**src/rtl/jtag_ram_dr.sv**
```systemverilog
// JTAG user data register giving a host scan access to a small word array.
// Frame is {op, addr, data}, shifted LSB first. Capture returns
// {wrap, last_wr, ptr, rdata_q}. Fabric logic gets a registered read port.
// Everything runs in the TCK domain with a synchronous active-low reset.
module jtag_ram_dr #(
  parameter int DATA_W = 32,
  parameter int ADDR_W = 4
) (
  input  logic              i_tck,
  input  logic              i_reset_n,
  input  logic              i_sel,
  input  logic              i_capture,
  input  logic              i_shift,
  input  logic              i_update,
  input  logic              i_tdi,
  output logic              o_tdo,
  input  logic              i_inc,
  input  logic [ADDR_W-1:0] i_fab_addr,
  output logic [DATA_W-1:0] o_fab_data
);

  localparam int W     = 2 + ADDR_W + DATA_W;
  localparam int DEPTH = 1 << ADDR_W;

  typedef enum logic [1:0] {OpNop, OpLoad, OpWrite, OpRead} op_e;

  logic [W-1:0]      r_sr;
  logic [DATA_W-1:0] r_mem [DEPTH];
  logic [ADDR_W-1:0] r_ptr;
  logic [DATA_W-1:0] r_rdata;
  logic              r_last_wr;
  logic              r_wrap;
  logic [DATA_W-1:0] r_fab_data;

  op_e               w_op;
  logic [ADDR_W-1:0] w_addr;
  logic [DATA_W-1:0] w_data;
  logic              w_capture;
  logic              w_update;
  logic              w_shift;
  logic              w_wr_en;
  logic              w_ptr_step;

  // Strobe decode: capture beats update beats shift, all gated by SEL.
  always_comb begin
    w_op       = op_e'(r_sr[W-1:W-2]);
    w_addr     = r_sr[W-3:DATA_W];
    w_data     = r_sr[DATA_W-1:0];
    w_capture  = i_sel & i_capture;
    w_update   = i_sel & i_update & ~i_capture;
    w_shift    = i_sel & i_shift & ~i_capture & ~i_update;
    w_wr_en    = w_update && (w_op == OpWrite);
    w_ptr_step = w_update && i_inc && ((w_op == OpWrite) || (w_op == OpRead));
    o_tdo      = i_sel & r_sr[0];
    o_fab_data = r_fab_data;
  end

  // Scan register: parallel load on capture, right shift with TDI into the MSB.
  always_ff @(posedge i_tck) begin
    if (!i_reset_n) begin
      r_sr <= '0;
    end else if (w_capture) begin
      r_sr <= {r_wrap, r_last_wr, r_ptr, r_rdata};
    end else if (w_shift) begin
      r_sr <= {i_tdi, r_sr[W-1:1]};
    end
  end

  // Pointer, read data and status flags; wrap is sticky until the next capture.
  always_ff @(posedge i_tck) begin
    if (!i_reset_n) begin
      r_ptr     <= '0;
      r_rdata   <= '0;
      r_last_wr <= 1'b0;
      r_wrap    <= 1'b0;
    end else if (w_capture) begin
      r_wrap <= 1'b0;
    end else if (w_update) begin
      case (w_op)
        OpNop: ;
        OpLoad: begin
          r_ptr     <= w_addr;
          r_rdata   <= r_mem[w_addr];
          r_last_wr <= 1'b0;
        end
        OpWrite: r_last_wr <= 1'b1;
        OpRead: begin
          r_rdata   <= r_mem[r_ptr];
          r_last_wr <= 1'b0;
        end
      endcase
      if (w_ptr_step) begin
        r_ptr <= r_ptr + ADDR_W'(1);
        if (r_ptr == {ADDR_W{1'b1}}) r_wrap <= 1'b1;
      end
    end
  end

  // Word array, written only by a WRITE update at the pointer.
  always_ff @(posedge i_tck) begin
    if (!i_reset_n) begin
      for (int i = 0; i < DEPTH; i++) r_mem[i] <= '0;
    end else if (w_wr_en) begin
      r_mem[r_ptr] <= w_data;
    end
  end

  // Fabric read port; a same-edge write is seen one cycle later.
  always_ff @(posedge i_tck) begin
    if (!i_reset_n) begin
      r_fab_data <= '0;
    end else begin
      r_fab_data <= r_mem[i_fab_addr];
    end
  end

endmodule

```
**config.mk**
```make
export PLATFORM = sky130hd
export DESIGN_NAME = jtag_ram_dr
export DESIGN_NICKNAME = d
export VERILOG_FILES = /design/src/rtl/jtag_ram_dr.sv
export SDC_FILE = /design/constraint.sdc
export NUM_CORES = 1
export LEC_CHECK = 0
export CAP_MARGIN = 20
export CORE_MARGIN = 2
export CORE_UTILIZATION = 35
export DETAILED_ROUTE_END_ITERATION = 16
export GPL_ROUTABILITY_DRIVEN = 0
export PLACE_DENSITY = 0.54
export REMOVE_ABC_BUFFERS = 1
export SLEW_MARGIN = 20
export SYNTH_ARGS = -nofsm -noshare
export SYNTH_HDL_FRONTEND = slang
export SYNTH_SLANG_ARGS = --single-unit
```
**constraint.sdc**
```tcl
create_clock -name i_tck -period 5.65 [get_ports i_tck]
set_input_delay 1.13 -clock i_tck [delete_from_list [all_inputs] [get_ports i_tck]]
set_output_delay 1.13 -clock i_tck [all_outputs]
set_load 0.01 [all_outputs]
```
==> images/io_fan.png <==
The bar under the picture is 100 microns long.
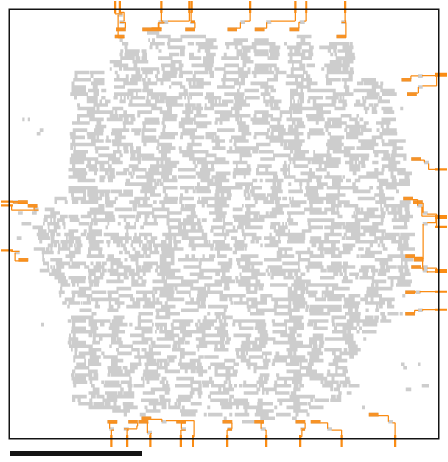
legend:
  o_fab_data:
    colour: orange
    bits: 32
    direction: output
    edge: 10 bottom, 10 right, 9 top, 3 left
    end_cells: 32
    buffers: 32
    wire: 702 microns

==> images/flops_by_reg.png <==
The bar under the picture is 100 microns long.
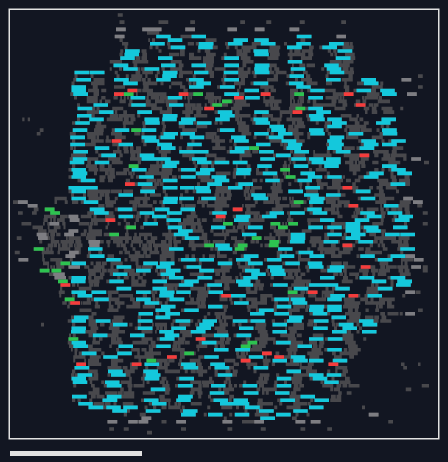
legend:
  r_sr:
    colour: green
    flops: 38
  r_mem:
    colour: cyan
    flops: 512
  r_rdata:
    colour: red
    flops: 32

==> impl_metrics.tcl <==
# implementation run metrics
set metrics [dict create \
    setup_tns_ps 0 \
    synthesis.area_sq_mm 0.0357 \
    route.met3.wl_mm 12.7 \
    clock_latency_ps 630 \
    post-route-util 0.395 \
    cts-hold-fix-buffers 0 \
    first_global_vias 25100 \
    clock_sinks 628 \
    yosys_cells 2658 \
    top_cells_by_area "edfxtp_1 (43%), mux4_2 (16%), and2_1 (9.6%)" \
    comb-power_mw 1.16 \
    max_stage_delay_ps 640 \
    xor_share 0 \
    most-common-layout-cells "and2_1 (545), edfxtp_1 (512), mux2i_1 (334)" \
    dp_slack_ps 1290 \
    portBuffers 44 \
    grt_max_degree 113 \
    die_y_microns 323 \
    switchingPower_mw 2.93 \
    layout.cells.most_common "and2_1" \
    via_per_inst 6.21 \
    ys_sh_mux 0.261 \
    wl_met1_mm 53.5 \
    grt_use_met2 0.386 \
    clk_pin_slew_ps 60 \
    p_clk_mw 4.79 \
    cts-root-buf "clkbuf_16" \
    synth.cellmix.simpleShare 0.123 \
    synth_flop_count 628 \
    maxCapViolCount 0 \
    cts_tree "yes" \
    startpoint_type "primary input" \
    fin_skew_ps 27.5 \
    dp.cells 3877 \
    busiest_layer "met2" \
    warning_count 31 \
    synth_cell_types 42 \
    drcViolationCount 0 \
    internal-power_mw 8.43 \
    final-max-slew-violation-count 0 \
    switching_share 0.258 \
    ctsResizeCount 0 \
    cts_setup_buffers 0 \
    ys_warn_count 0 \
    aoi_share 0.0823 \
    path_cells "buf_2 > buf_4 > and2_1 > clkdlybuf4s50_1" \
    sequentialPowerShare 0.476 \
    fin_crit_sh 0.678 \
    grt_pass1_wl_mm 184 \
    drive_gt1_frac 0.212 \
    grt_use_total 0.247 \
    yosys.stat.seqShare 0.496 \
    antenna_found_initial 10 \
    setup.worst_path.class "in -> out" \
    drt_first_iter_violations 3134 \
    nNetsFinal 2602 \
    top_layer "met4" \
    hold_slack_ps 459 \
    slew_headroom 0.257 \
    syn_avg_cell_area_sq_um 13.4 \
    first_pass_iters 5 \
    post-dp-hpwl_mm 71.4 \
    overflow 0 \
    status "finished clean" \
    power.group.top "registers" \
    powerDensity_mw_per_mm2 284 \
    crit_family "buffers and inverters" \
    p_total_mw 11.4 \
    core_area_sq_mm 0.101 \
    post_drt_wl_per_cell_microns 32.2 \
    combPwrFrac 0.102 \
    ant_nets 0 \
    yosys_area_sq_mm 0.0357 \
    dieArea_sq_mm 0.105 \
    area_growth_pct 12.2 \
    final_cells 4017 \
]
==> images/layer_met1.png <==
The bar under the picture is 100 microns long. Supply wires on this layer in grey. Cells faint in the background.
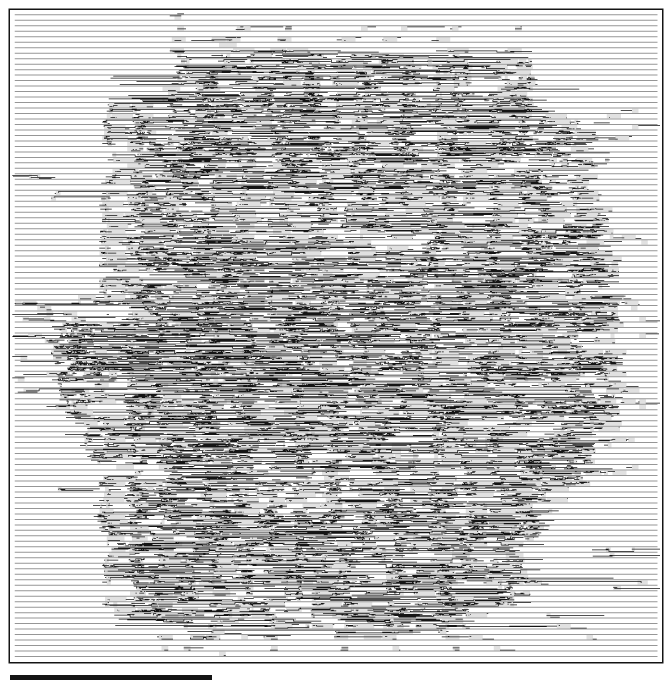
main direction: horizontal
share of all routed wire: 41%
nets with wire on the layer: 2520
wire length on this layer: 53.5 mm
longest straight run: 112 microns
GR Util met1: 0.343
drt total wl: 129 mm
Via Count: 24900

[final cells by class]
type                    instances  area, sq um
multi-input cells            1755        17000
inverters                       5         18.8
flip-flops and latches        628        17700
clock buffers                  99         2050
clock inverters                39          333
diodes                          2         5.00
fillers                      9338        61400
repair buffers                121         1170
well taps                    1368         1710
[synthesized netlist by cell type]
cell type / n
edfxtp_1: 512
buf_2: 38
mux2i_1: 334
o221a_1: 1
mux4_2: 254
a22oi_1: 128
a41oi_1: 1
nor4_1: 2
dfxtp_1: 116
o31a_1: 1
o21ai_0: 36
nor2b_1: 20
o41ai_1: 19
or2_2: 1
buf_12: 2
o21a_1: 3
o221a_2: 31
and3b_1: 1
a21oi_1: 73
a221o_1: 13
mux4_1: 2
nand3b_1: 1
a311oi_1: 40
nor2_1: 55
mux2_2: 19
clkbuf_1: 185
and2_1: 546
o41ai_2: 13
a21o_1: 1
nand2_1: 79
nand2b_1: 7
ha_1: 4
and4b_1: 1
nor3b_1: 1
buf_1: 11
nor3_1: 5
inv_1: 5
buf_8: 1
buf_6: 11
nand3_1: 44
o2bb2ai_1: 19
buf_4: 22
[registers in the layout (all words and copies together), names as in the netlist, named ones only]
name	cells
o_fab_data	32
r_last_wr	1
r_mem	512
r_ptr	4
r_rdata	32
r_sr	38
r_wrap	1
[final timing paths]
| path | from | to | slack (ps) | cells past startpoint |
|---|---|---|---|---|
| worst max-delay path | i_sel | o_tdo | 1820 | 4 |
| worst min-delay path | r_rdata[13] | r_rdata[13] | 460 | 2 |
| worst max register to register | r_sr[37] | r_mem[3][22] | 2460 | 6 |
| worst min register to register | r_rdata[13] | r_rdata[13] | 460 | 2 |
[worst min-delay path, stage by stage (launching register included)]
cell and delay [ps]:
dfxtp_1 310, nand2_1 50, o41ai_1 50
